Design kamacore_forwarding_unit, sky130hd; sources not shown.
Run 1, placement by cell class:
Scale bar: 20 microns. Fill, decap, tap and diode cells in grey.
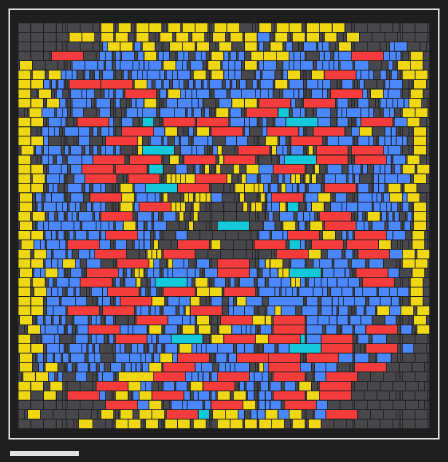
Key: red = registers [cells 104]; blue = remaining logic cells [cells 696]; yellow = remaining buffers and delay cells [cells 298]; cyan = clock drivers and dummy loads [cells 16]
Seq/total area: 25.72%
core box area: 13880 sq um
Cell Rows: 43
fin area: 10120 sq um
fin util: 72.90%

Run 1, routing congestion:
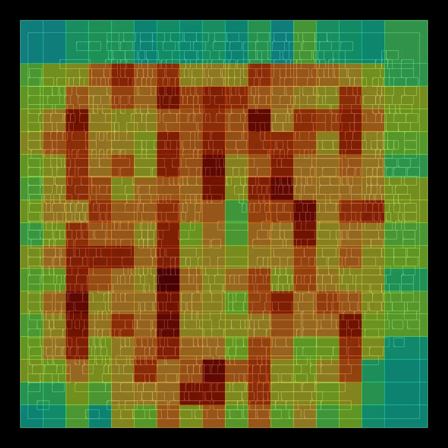
most used routing layer: met2
gr usage total: 34.01%

Run 1, metal 4:
Scale bar: 20 microns. Supply wires on this layer in grey. Cells faint in the background.
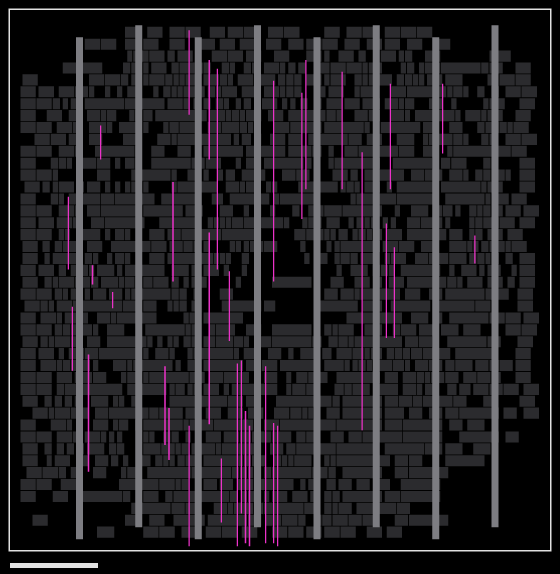
The wires run mostly vertical. The layer holds 3.2% of the routed length.
drt total wl: 25.77 mm
Vias: 7860

Run 1, the metal 1 layer:
Supply wires on this layer in grey.
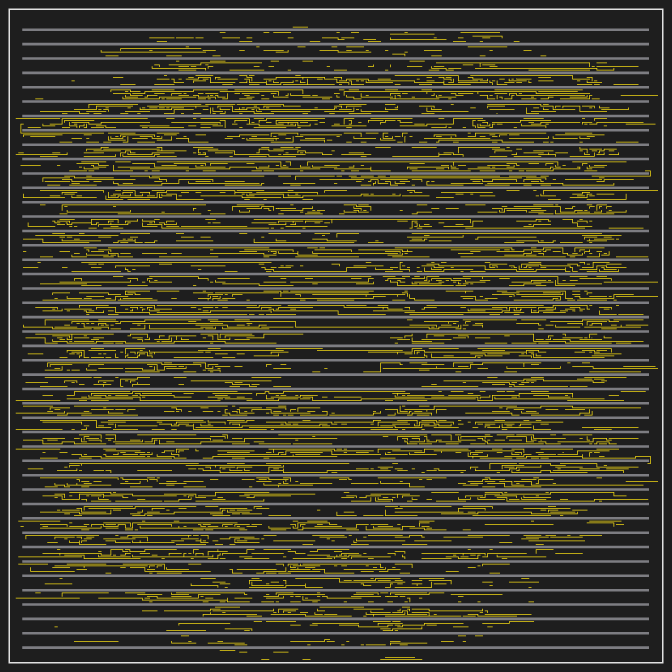
1100 nets have wire on it. The layer carries 10300 microns of wire. The wires run mostly horizontal. The layer holds 40% of the routed length.
met1 usage: 43.67%

==> results.cfg, run 1 <==
; physical design summary
[setup_path]
rrSetupSlack_ns = 5.00
crit_family = buffers and inverters
r2r_cells = 8

[clock_network]
tritoncts = yes
hold_buffers = 0

[final_layout]
comb_area_share_pct = 43.29
largest_reg_flops = 39
areaGrowthSynthToFinish_pct = 39.12
flop_area_sq_um = 2603
largest_class = logic gates

[timing]
fmaxAchievable_mhz = 140.2
hold_viol = 0

[run_status]
status = finished, final reports clean

[run]
cap_viol_max_count = 0

[synth]
synth_seq_share_pct = 35.78
yosys-stat-cells = 867
flop_cell = dfrtp_1

[power_and_ir_drop]
leakagePower_nw = 3.883
power.density_nw_per_um2 = 139.3

[die]
fp.dieH_microns = 123.4
## run 1: synthesized netlist by cell type (2+ instances only)
master	instances	area, sq um
o21ai_0	128	640.6
o21a_1	3	22.52
mux2i_1	64	640.6
xor2_1	16	140.1
or4_1	4	30.03
nand3_1	11	55.05
nand2b_1	2	12.51
buf_2	8	40.04
nand4_1	8	50.05
mux2_2	34	382.9
nand2_1	205	769.5
clkbuf_1	49	183.9
o22a_1	65	569.3
nor4_1	2	12.51
nor2_1	44	165.2
a22o_1	7	61.31
buf_1	3	11.26
nor3_1	11	55.05
dfrtp_1	104	2603
a31oi_1	32	200.2
buf_4	7	52.55
nor4_2	4	50.05
inv_1	2	7.510
xnor2_1	28	245.2
mux2_1	12	135.1
==> run 1 -> run 2 <==
--- a/config.mk
+++ b/config.mk
@@ -9,7 +9,7 @@
 export CORE_UTILIZATION = 51
 export CTS_CLUSTER_SIZE = 24
 export DETAILED_ROUTE_END_ITERATION = 8
-export GPL_TIMING_DRIVEN = 0
+export GPL_TIMING_DRIVEN = 1
 export PLACE_DENSITY = 0.93
 export SLEW_MARGIN = 30
 export SYNTH_ARGS = -nofsm -noshare
Run 2, routing congestion:
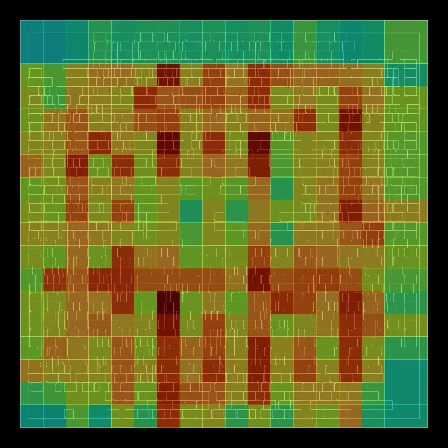
met1 usage: 38.54%
gr usage total: 30.16%
routing usage on met3: 5.996%
GR Util met2: 51.58%

==> run 2 against run 1 <==
Against the previous run: worst setup slack better by 0.32 ns; critical path depth down 2; hold slack got worse by 0.0048 ns; non-clock buffer count decreased by 53; highest routed layer unchanged.
==> results.cfg, run 2 <==
; physical design summary
[run_status]
status = finished, final reports clean

[timing]
final.setup.worst_slack_ns = 1.383
fmaxAchievable_mhz = 146.7
finalSetupViolations = 0
hold_viol = 0

[synth]
top_cells_by_count = nand2_1, o21ai_0, dfrtp_1
yosys-stat-cells = 867
area_leaders = dfrtp_1, nand2_1, mux2i_1, o21ai_0, o22a_1
synth_seq_share_pct = 35.78
flop_cell = dfrtp_1
top_cell = nand2_1
synthDominantCellAreaShare_pct = 35.78

[placement]
io_buffers = 230
place.gp.congestion = 0.8957

[final_layout]
areaGrowthSynthToFinish_pct = 37.90
seq_share_pct = 25.95
layout.comb_gates.multi_input = 694
fin_util_pct = 72.26
comb_area_share_pct = 44.30
largest_reg_flops = 39
fin_area_sq_um = 10030
largest_class = logic gates

[detailed_routing]
via_count = 7403
wl_mm = 23.10

[die]
core_area_sq_um = 13880
rows = 43
fp.dieH_microns = 123.4

[setup_path]
r2r_cells = 8
rrSetupSlack_ns = 4.13

[run]
cap_viol_max_count = 0

[power_and_ir_drop]
power.density_nw_per_um2 = 142.0
leakagePower_nw = 3.861

[grt]
grt.busiest_layer = met2

[clock_network]
hold_buffers = 0
[run 2: cell count changes in the layout (fill, tap and decap cells not counted), sizes merged]
cell and change:
inv +1, clkdlybuf4s50 -1, buf -3, clkbuf -50
[run 2: logic make-up (layout without fill, tap and decap cells)]
| group | count (synthesis) | in the layout | synth area share, % |
|---|---|---|---|
| buffers and inverters | 69 | 263 | 4.060 |
| and+or+nand+nor | 297 | 297 | 17.12 |
| AOI/OAI and AO/OA | 242 | 242 | 21.64 |
| DFF | 104 | 104 | 35.78 |
| xor gates and xnor gates | 44 | 44 | 5.298 |
| adders and majority gates | 1 | 1 | 0.1720 |
| muxes | 110 | 110 | 15.93 |
==> run 2 -> run 3 <==
--- a/config.mk
+++ b/config.mk
@@ -6,11 +6,11 @@
 export NUM_CORES = 1
 export LEC_CHECK = 0
 export CORE_MARGIN = 2
-export CORE_UTILIZATION = 51
+export CORE_UTILIZATION = 48
 export CTS_CLUSTER_SIZE = 24
 export DETAILED_ROUTE_END_ITERATION = 8
 export GPL_TIMING_DRIVEN = 1
-export PLACE_DENSITY = 0.93
+export PLACE_DENSITY = 0.88
 export SLEW_MARGIN = 30
 export SYNTH_ARGS = -nofsm -noshare
 export SYNTH_HDL_FRONTEND = slang
==> constraint.sdc (replaced) <==
create_clock -name clk -period 6.5 [get_ports clk]
set_clock_uncertainty 0.05 [all_clocks]
set_input_delay 1.3 -clock clk [delete_from_list [all_inputs] [get_ports clk]]
set_output_delay 1.3 -clock clk [all_outputs]
set_load 0.03 [all_outputs]
Run 3, metal 4:
Scale bar: 50 microns. Supply wires on this layer in grey. Cells faint in the background.
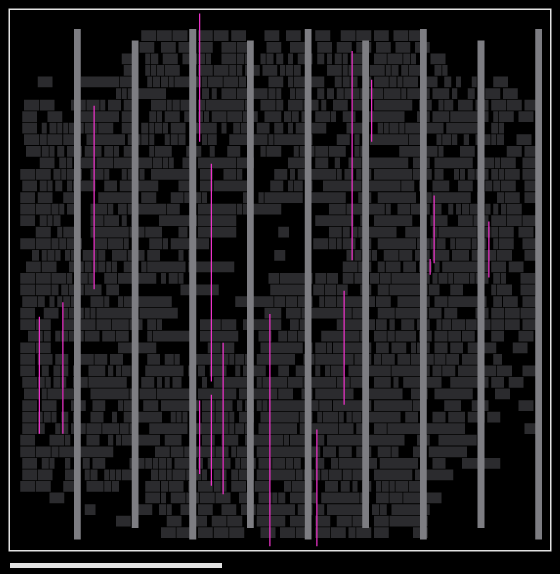
The layer holds 2.0% of the routed length. The wires run mostly vertical.
drt total wl: 22.76 mm
Vias: 7262

==> run 3 against run 2 <==
Against the previous run: synthesized cell count did not move; core utilization down 3.2 points; routed wire length down 1.5%; register-to-register slack worse by 0.79 ns; non-clock buffer count up 6; total power up 30%; clock power is 39% higher; global-route usage shrank 2.7 points; clock-buffer cell count up 2.
==> results.cfg, run 3 <==
; physical design summary
[final_layout]
largest_reg_flops = 39
areaGrowthSynthToFinish_pct = 39.09
fin_area_sq_um = 10120
fin_util_pct = 69.08

[die]
rows = 44
core_area_sq_um = 14640
fp.dieH_microns = 127.1

[run_status]
status = finished, final reports clean

[synth]
ys_sh_adder_pct = 0.1720
yosys-stat-cells = 867
top_cell = nand2_1
topCombFamilyByArea = AND-OR/OR-AND gates
synth_seq_share_pct = 35.78
area_leaders = dfrtp_1, nand2_1, mux2i_1, o21ai_0, o22a_1
xor_share_pct = 5.298
synthDominantCellAreaShare_pct = 35.78
flop_cell = dfrtp_1
yosys.area_share.aoi_pct = 21.64
simple_gate_area_share_pct = 17.12
top_cells_by_count = nand2_1, o21ai_0, dfrtp_1
mux_share_pct = 15.93

[placement]
place.gp.congestion = 0.9008

[power_and_ir_drop]
leakagePower_nw = 3.892
peakVddDrop_v = 0.0001243
p_switching_mw = 0.5342
power.density_nw_per_um2 = 183.2

[grt]
grt.busiest_layer = met2
grt_use_total_pct = 27.49
met2_usage_pct = 46.52
met3_usage_pct = 4.481
grt_use_met1_pct = 36.22

[clock_network]
hold_buffers = 0

[timing]
fmaxAchievable_mhz = 171.5
finalSetupViolations = 0
final.setup.worst_slack_ns = 0.6694
hold_viol = 0

[setup_path]
crit_arrival_ns = 4.48
cp-start-kind = input pin
rrSetupSlack_ns = 3.34
r2r_cells = 8
crit_type = in -> out

[run]
cap_viol_max_count = 0
==> run 3: netlist changes by cell type in the layout (fill, tap and decap cells not counted), moves of 2 or more <==
cell / delta
nand2_2: +2
clkbuf_8: +2
inv_8: -4
bufinv_16: +2
buf_4: +6
==> run 3: layer usage <==
metal  vias to the layer above  routed length (microns)
met3                        37                     1610
li1                       3487                        -
met1                      3421                     9714
met4                         0                      458
met5                         -                        0
met2                       317                    10980
==> run 3: cell type report <==
type	instances	area, sq um	share of cell area (%)
repair buffers	251	2492	24.64
clock inverters	5	86.33	0.8534
flip-flops and latches	104	2603	25.73
multi-input cells	694	4444	43.93
inverters	2	7.507	0.07421
well taps	184	230.2	2.276
clock buffers	11	252.7	2.498
No activity file was given, so power comes from the tool's default toggle rates.
